--- src/rtl/mem_arb_pkg.sv ---
// Shared types for the two-requester RAM arbiter: FSM states, owner encoding
// and the captured request record.
package mem_arb_pkg;

    localparam int MEM_AW = 8;
    localparam int MEM_DW = 16;

    typedef enum logic [2:0] {
        IDLE,
        ACCESS,
        DONE,
        VRD,
        VCMP
    } state_t;

    typedef enum logic {
        OWN_E,
        OWN_D
    } owner_t;

    typedef struct packed {
        logic              we;
        logic [MEM_AW-1:0] addr;
        logic [MEM_DW-1:0] wdata;
    } slot_t;

endpackage

--- src/rtl/mem_access_arb_req_slot.sv ---
// Single pending-request register: captures a request pulse when empty, or when
// its own ack is retiring the previous request in the same cycle.
module req_slot
    import mem_arb_pkg::*;
(
    input  logic  clk,
    input  logic  rstn,
    input  logic  load,
    input  logic  clr,
    input  slot_t din,
    output logic  full,
    output slot_t q
);

    logic take;

    assign take = load && (!full || clr);

    always_ff @(posedge clk or negedge rstn) begin
        if (!rstn) begin
            full <= 1'b0;
        end else if (take) begin
            full <= 1'b1;
        end else if (clr) begin
            full <= 1'b0;
        end
    end

    // Payload only needs to be valid while full, so it carries no reset.
    always_ff @(posedge clk) begin
        if (take) begin
            q <= din;
        end
    end

endmodule

--- src/rtl/mem_access_arb.sv ---
// Round-robin sharing of one single-port synchronous RAM between the edit
// controller (E) and the display scanner (D). Optional macro: WRITE_VERIFY_EN.
module mem_access_arb
    import mem_arb_pkg::*;
#(
    parameter int AW = MEM_AW,
    parameter int DW = MEM_DW
) (
    input  logic          clk,
    input  logic          rstn,
    input  logic          e_req,
    input  logic          e_we,
    input  logic [AW-1:0] e_addr,
    input  logic [DW-1:0] e_wdata,
    output logic          e_ack,
    output logic [DW-1:0] e_rdata,
    output logic          e_busy,
    output logic          e_err,
    input  logic          d_req,
    input  logic [AW-1:0] d_addr,
    output logic          d_ack,
    output logic [DW-1:0] d_rdata,
    output logic          d_busy,
    output logic          mem_en,
    output logic          mem_we,
    output logic [AW-1:0] mem_addr,
    output logic [DW-1:0] mem_wdata,
    input  logic [DW-1:0] mem_rdata
);

    slot_t  e_din, d_din, e_q, d_q, sel;
    logic   e_full, d_full, e_elig, d_elig;
    state_t state, state_nx;
    owner_t owner, owner_nx, last_grant, last_nx, grant;

    logic          mem_en_nx, mem_we_nx;
    logic [AW-1:0] mem_addr_nx;
    logic [DW-1:0] mem_wdata_nx;
    logic          e_ack_nx, d_ack_nx;
    logic [DW-1:0] e_rdata_nx, d_rdata_nx;
`ifdef WRITE_VERIFY_EN
    logic          verr, verr_nx, e_err_nx;
`endif

    assign e_din = '{we: e_we, addr: e_addr, wdata: e_wdata};
    assign d_din = '{we: 1'b0, addr: d_addr, wdata: '0};

    req_slot u_e_slot (
        .clk  (clk),
        .rstn (rstn),
        .load (e_req),
        .clr  (e_ack),
        .din  (e_din),
        .full (e_full),
        .q    (e_q)
    );

    req_slot u_d_slot (
        .clk  (clk),
        .rstn (rstn),
        .load (d_req),
        .clr  (d_ack),
        .din  (d_din),
        .full (d_full),
        .q    (d_q)
    );

    assign e_busy = e_full;
    assign d_busy = d_full;

    // A slot whose ack is showing this cycle is still full but already served.
    assign e_elig = e_full && !e_ack;
    assign d_elig = d_full && !d_ack;

    always_comb begin
        state_nx     = state;
        owner_nx     = owner;
        last_nx      = last_grant;
        grant        = OWN_E;
        sel          = e_q;
        mem_en_nx    = mem_en;
        mem_we_nx    = mem_we;
        mem_addr_nx  = mem_addr;
        mem_wdata_nx = mem_wdata;
        e_ack_nx     = 1'b0;
        d_ack_nx     = 1'b0;
        e_rdata_nx   = e_rdata;
        d_rdata_nx   = d_rdata;
`ifdef WRITE_VERIFY_EN
        verr_nx      = verr;
        e_err_nx     = 1'b0;
`endif
        case (state)
            IDLE: begin
                if (e_elig && d_elig) begin
                    grant = (last_grant == OWN_E) ? OWN_D : OWN_E;
                end else if (d_elig) begin
                    grant = OWN_D;
                end
                sel = (grant == OWN_E) ? e_q : d_q;
                if (e_elig || d_elig) begin
                    mem_en_nx    = 1'b1;
                    mem_we_nx    = sel.we;
                    mem_addr_nx  = sel.addr;
                    mem_wdata_nx = sel.wdata;
                    owner_nx     = grant;
                    state_nx     = ACCESS;
                end
            end
            ACCESS: begin
                mem_en_nx = 1'b0;
                mem_we_nx = 1'b0;
                state_nx  = DONE;
`ifdef WRITE_VERIFY_EN
                // Only E writes, so a write here always gets a read-back.
                if (mem_we) begin
                    mem_en_nx = 1'b1;
                    state_nx  = VRD;
                end
`endif
            end
`ifdef WRITE_VERIFY_EN
            VRD: begin
                mem_en_nx = 1'b0;
                state_nx  = VCMP;
            end
            VCMP: begin
                verr_nx  = (mem_rdata != e_q.wdata);
                state_nx = DONE;
            end
`endif
            DONE: begin
                state_nx = IDLE;
                last_nx  = owner;
                if (owner == OWN_E) begin
                    e_ack_nx = 1'b1;
                    if (!e_q.we) begin
                        e_rdata_nx = mem_rdata;
                    end
`ifdef WRITE_VERIFY_EN
                    e_err_nx = e_q.we && verr;
`endif
                end else begin
                    d_ack_nx   = 1'b1;
                    d_rdata_nx = mem_rdata;
                end
            end
            default: begin
                state_nx = IDLE;
            end
        endcase
    end

    always_ff @(posedge clk or negedge rstn) begin
        if (!rstn) begin
            state      <= IDLE;
            owner      <= OWN_E;
            last_grant <= OWN_D;
            mem_en     <= 1'b0;
            mem_we     <= 1'b0;
            mem_addr   <= '0;
            mem_wdata  <= '0;
            e_ack      <= 1'b0;
            d_ack      <= 1'b0;
            e_rdata    <= '0;
            d_rdata    <= '0;
        end else begin
            state      <= state_nx;
            owner      <= owner_nx;
            last_grant <= last_nx;
            mem_en     <= mem_en_nx;
            mem_we     <= mem_we_nx;
            mem_addr   <= mem_addr_nx;
            mem_wdata  <= mem_wdata_nx;
            e_ack      <= e_ack_nx;
            d_ack      <= d_ack_nx;
            e_rdata    <= e_rdata_nx;
            d_rdata    <= d_rdata_nx;
        end
    end

`ifdef WRITE_VERIFY_EN
    always_ff @(posedge clk or negedge rstn) begin
        if (!rstn) begin
            verr  <= 1'b0;
            e_err <= 1'b0;
        end else begin
            verr  <= verr_nx;
            e_err <= e_err_nx;
        end
    end
`else
    assign e_err = 1'b0;
`endif

endmodule

--- config.mk ---
export PLATFORM = sky130hd
export DESIGN_NAME = mem_access_arb
export DESIGN_NICKNAME = d
export VERILOG_FILES = /design/src/rtl/mem_arb_pkg.sv /design/src/rtl/mem_access_arb_req_slot.sv /design/src/rtl/mem_access_arb.sv
export SDC_FILE = /design/constraint.sdc
export NUM_CORES = 1
export LEC_CHECK = 0
export CORE_AREA = 2 2 111 123
export DETAILED_ROUTE_END_ITERATION = 8
export DIE_AREA = 0 0 113 125
export PLACE_DENSITY_LB_ADDON = 0.08
export SYNTH_ARGS = -nofsm -noshare
export SYNTH_HDL_FRONTEND = slang
export SYNTH_SLANG_ARGS = --single-unit
--- constraint.sdc ---
create_clock -name clk -period 2.7 [get_ports clk]
set_input_delay 0.27 -clock clk [delete_from_list [all_inputs] [get_ports clk]]
set_output_delay 0.27 -clock clk [all_outputs]
set_load 0.01 [all_outputs]
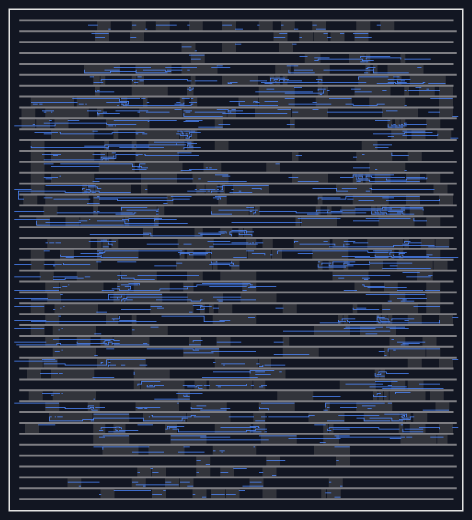
*M1 wires*
Scale: 4 px per um. Supply wires on this layer in grey. Cells faint in the background.
The layer holds 45% of the routed length. The layer carries 3610 um of wire. 357 nets have wire on it.
fraction of met1 tracks used by global routing: 15.61%
vias after detailed routing: 2264

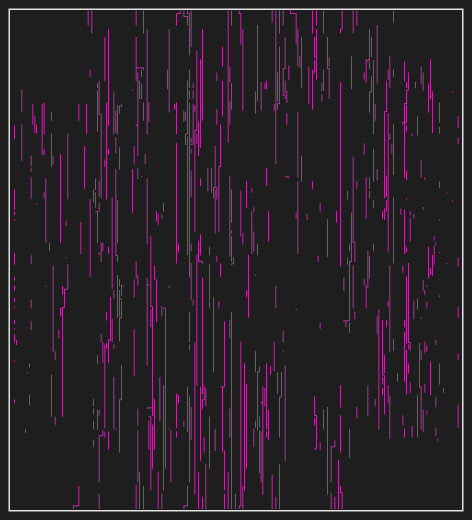
*Met2 routing*
Scale: 4 px per um.
The layer carries 3710 um of wire. The longest straight run is 49.1 um. 352 nets have wire on it. The layer holds 46% of the routed length. The wires run mostly vertical.
global-route track usage on met2: 18.14%
final wirelength: 8016 um

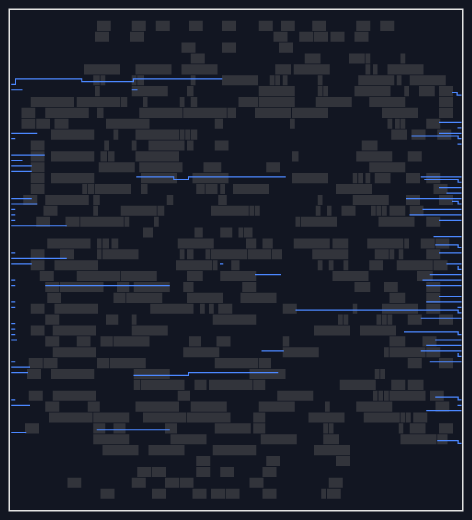
*Met3 routing*
Scale: 4 px per um. Cells faint in the background.
The longest straight run is 40.5 um. The layer carries 576 um of wire. 72 nets have wire on it. The wires run mostly horizontal. The layer holds 7.2% of the routed length.
met3 Resource Use GR: 3.442%

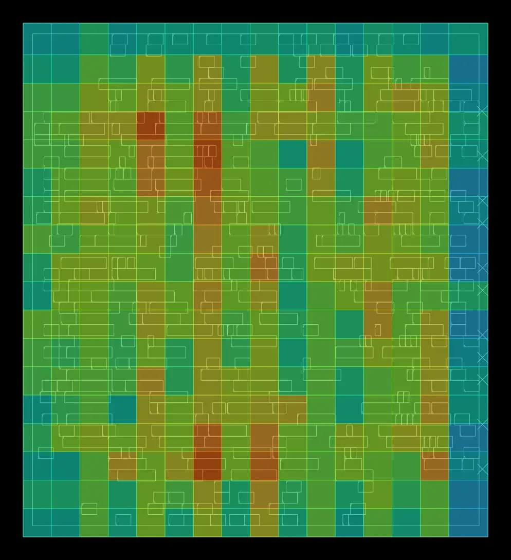
*Track usage over the die*
global route hottest layer: met2
Routed wire per std cell: 15.04 um
Total Routing Usage GR: 11.76%

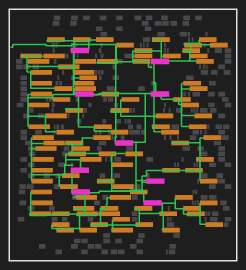
*Clock network drawn from the DEF*
Scale: 2 px per um.
Key: flip-flops = orange [count 99]; clock drivers = magenta [count 9]; clock wires = green [length 1270 um]
Position of the flops: spread over the die. There are 10 routed clock nets.
power share of the clock group: 19.9%
Clock Latency Late Sink: 0.33 ns
P_clk: 1.13 mW
setup skew after layout: 0.004907 ns

==> CHANGELOG.md <==
### Implementation results

- Placeable core region: 0.01299 mm2
- First-pass GRT wire length: 12790 um
- DR pass1 iterations: 6
- Sum of internal, switching and leakage power: 5.702 mW
- Syn avg cell area: 14.29 um2
- Site row count: 44
- Critical Setup Path Class: reg2reg
- Hold_ws: 0.03890 ns
- Number of buffers added to fix hold violations after cts: 0
- Final setup violation count: 0
- Setup crit start kind: flip-flop
- Leakage Power: 2.089 nW
- Synth-to-Final Area Change: 44.20%
- Setup total negative slack: 0 ns
- Period Utilization, post-route: 67.55%
- Clock Sinks: 99
- Max Transition Viols Final: 0
- Antenna Violating Nets Remaining: 0
- Maximum achievable frequency: 548.3 MHz
- Class of the most critical hold timing path: in2async
- I/O Pins: 116
- Synthesized chip area reported by yosys: 0.003530 mm2
- Number of DRC violations after detailed-routing iteration 0: 105
- Max-Slew Margin vs Limit: 43.79%
- Violations in the final reports: DRC
- Cell with the most instances after synthesis: sky130_fd_sc_hd__dfrtp_1
- Reg2reg start: e_ack
- Net count entering floorplan: 300
- Cell count listed in synth_stat.txt: 247
- Cell types occupying the most area after synthesis: sky130_fd_sc_hd__dfrtp_1 46%, sky130_fd_sc_hd__edfxtp_1 28%, sky130_fd_sc_hd__nand2_1 6.5%
- Max-cap violations: 0
- Leftover overflow at the end of global routing: 0
- Count of buffers added by post-CTS timing repair for setup: 0
- Synthesized cell area: 0.003530 mm2
- Routability Congestion: 0.6232
- Number of OpenROAD warnings: 26
- Sequential fraction of the synthesis area: 74.90%
- Number of I/O port buffers: 114
- CP required: 2.96 ns
- Most common flop cell mapped by yosys: sky130_fd_sc_hd__dfrtp_1
- Number of CTS-inserted buffers: 9
- Via count of the first global-routing pass: 2398
- DIE WIDTH: 113 um
- Fillers: 1291
- Fin area: 0.005090 mm2
- Initial antenna violation count: 0
- Master cell of the clock root buffer: sky130_fd_sc_hd__clkbuf_16
- Area of the die: 0.01413 mm2
- RSZ-0062 raised after global routing: false
- Reg2reg path depth: 4
- Hold violation total from the final report: 0
- Reg2reg setup slack: 0.88 ns
- DR vias/cell: 4.248
- Library cell with the largest summed area after synthesis: sky130_fd_sc_hd__dfrtp_1
- Power per cell area: 1120 mW/mm2
- Final min period: 1.824 ns
- Detailed Place HPWL: 5418 um
- Ratio of cells with drive above 1 in the final layout: 11.02%
- Destination of the critical timing path: mem_wdata[5]
- Post-synth ARST share: 66.67%
- Count of cell types in the netlist: 28
- Flops out of synthesis: 99
- Share of the synthesized area in the top cell type: 46.08%
- CTS tree: built
- Critical Path End Type: flip-flop
- Yosys warns: 0
- Transition time at the pin with the least slew margin: 0.8431 ns
- Post-cts sizing count: 0
- Most instantiated cells after synthesis: 65 x sky130_fd_sc_hd__dfrtp_1, 61 x sky130_fd_sc_hd__nand2_1, 33 x sky130_fd_sc_hd__edfxtp_1
- Cell area after placement: 0.004833 mm2
- Launch point of the worst path: e_ack
- Final net count: 420
- Number of enable-type register cells in the synthesized netlist: 33
- Worst supply voltage drop on vdd: 0.2824 mV
- Result of the run: finished, violations left
- Post-route DRC: 11
- Final core utilization: 39.18%
- Count of mapped cells out of synthesis: 247
- Capture instance of the worst register-to-register path: mem_wdata[5]
- Antenna diode count: 0
- CTS H-Tree Depth: 3
- Height of the die: 125 um
- Highest net fanout along the worst path: 17
- Init Core Util: 27.17%
- Data arrival time at the worst-slack endpoint: 2.09 ns
- Largest net degree at the start of global routing: 67
- Worst-case clock buffer depth: 2
-- cells in the final DEF, fill, tap and decap left out --
cell type and n:
sky130_fd_sc_hd__edfxtp_1 33, sky130_fd_sc_hd__a211o_1 1, sky130_fd_sc_hd__nand2b_4 1, sky130_fd_sc_hd__a21oi_1 16, sky130_fd_sc_hd__nor2_4 1, sky130_fd_sc_hd__clkbuf_16 9, sky130_fd_sc_hd__o21ai_1 1, sky130_fd_sc_hd__dfrtp_1 65
sky130_fd_sc_hd__a22o_1 16, sky130_fd_sc_hd__mux2_2 16, sky130_fd_sc_hd__a31oi_2 1, sky130_fd_sc_hd__nor3_4 1, sky130_fd_sc_hd__and2_1 2, sky130_fd_sc_hd__a31o_2 1, sky130_fd_sc_hd__a32o_1 1, sky130_fd_sc_hd__nand2_1 61
sky130_fd_sc_hd__inv_1 2, sky130_fd_sc_hd__clkinv_2 4, sky130_fd_sc_hd__clkbuf_1 3, sky130_fd_sc_hd__inv_2 1, sky130_fd_sc_hd__nand2b_1 5, sky130_fd_sc_hd__nor2_1 9, sky130_fd_sc_hd__clkinv_1 1, sky130_fd_sc_hd__conb_1 1
sky130_fd_sc_hd__buf_4 5, sky130_fd_sc_hd__nand3b_1 1, sky130_fd_sc_hd__dfstp_2 1, sky130_fd_sc_hd__clkdlybuf4s50_1 113
-- where the power goes --
| part | switching, mW | total, mW | internal (mW) |
|---|---|---|---|
| clock network | 0.513 | 1.13 | 0.619 |
| logic | 1.02 | 2.19 | 1.16 |
| registers | 0.279 | 2.38 | 2.10 |
-- cell families (layout without fill, tap and decap cells) --
logic type	count (synthesis)	after routing	share of synthesized area (%)
buffers and inverters	13	138	2.304
multiplexers	16	16	5.104
AND/OR/NAND/NOR	81	81	10.07
AND-OR/OR-AND	37	37	7.515
other	1	1	0.1062
flip-flops	99	99	74.90
-- flip-flops by register name, summed over array words and instances, names as in the netlist --
name,flops
u_e_slot.q,25
mem_wdata,16
d_rdata,16
last_grant,1
mem_en,1
mem_addr,8
e_ack,1
u_e_slot.full,1
d_ack,1
state,2
u_d_slot.full,1
e_rdata,16
owner,1
u_d_slot.q,8
mem_we,1
-- final cells by class --
class	count	area, um2	area share [%]
repair buffers	118	1169	22.96
flip-flops and latches	99	2644	51.94
clock inverters	4	20.02	0.3933
multi-input cells	135	804.5	15.81
well taps	161	201.4	3.958
clock buffers	12	236.5	4.646
inverters	4	15.01	0.2950
-- metal layers --
layer  wire (um)  track usage, %
met1        3612           15.61
met2        3711           18.14
met5           0               0
met4         116           4.735
met3         576           3.442
-- through the flow --
stage	instances	worst slack, ns
5_1_grt	533	0.7165
3_3_place_gp	517	0.7784
4_1_cts	533	0.8507
6_report	533	0.8760
2_1_floorplan	247	1.114
3_5_place_dp	517	0.7693
-- worst max-delay path, cell delays in order, from the launching register on --
cell,delay [ns]
sky130_fd_sc_hd__dfrtp_1,0.39
sky130_fd_sc_hd__nand2b_1,0.19
sky130_fd_sc_hd__a211o_1,0.53
sky130_fd_sc_hd__nor2_4,0.43
sky130_fd_sc_hd__a22o_1,0.21
Power and IR drop assume default switching activity.
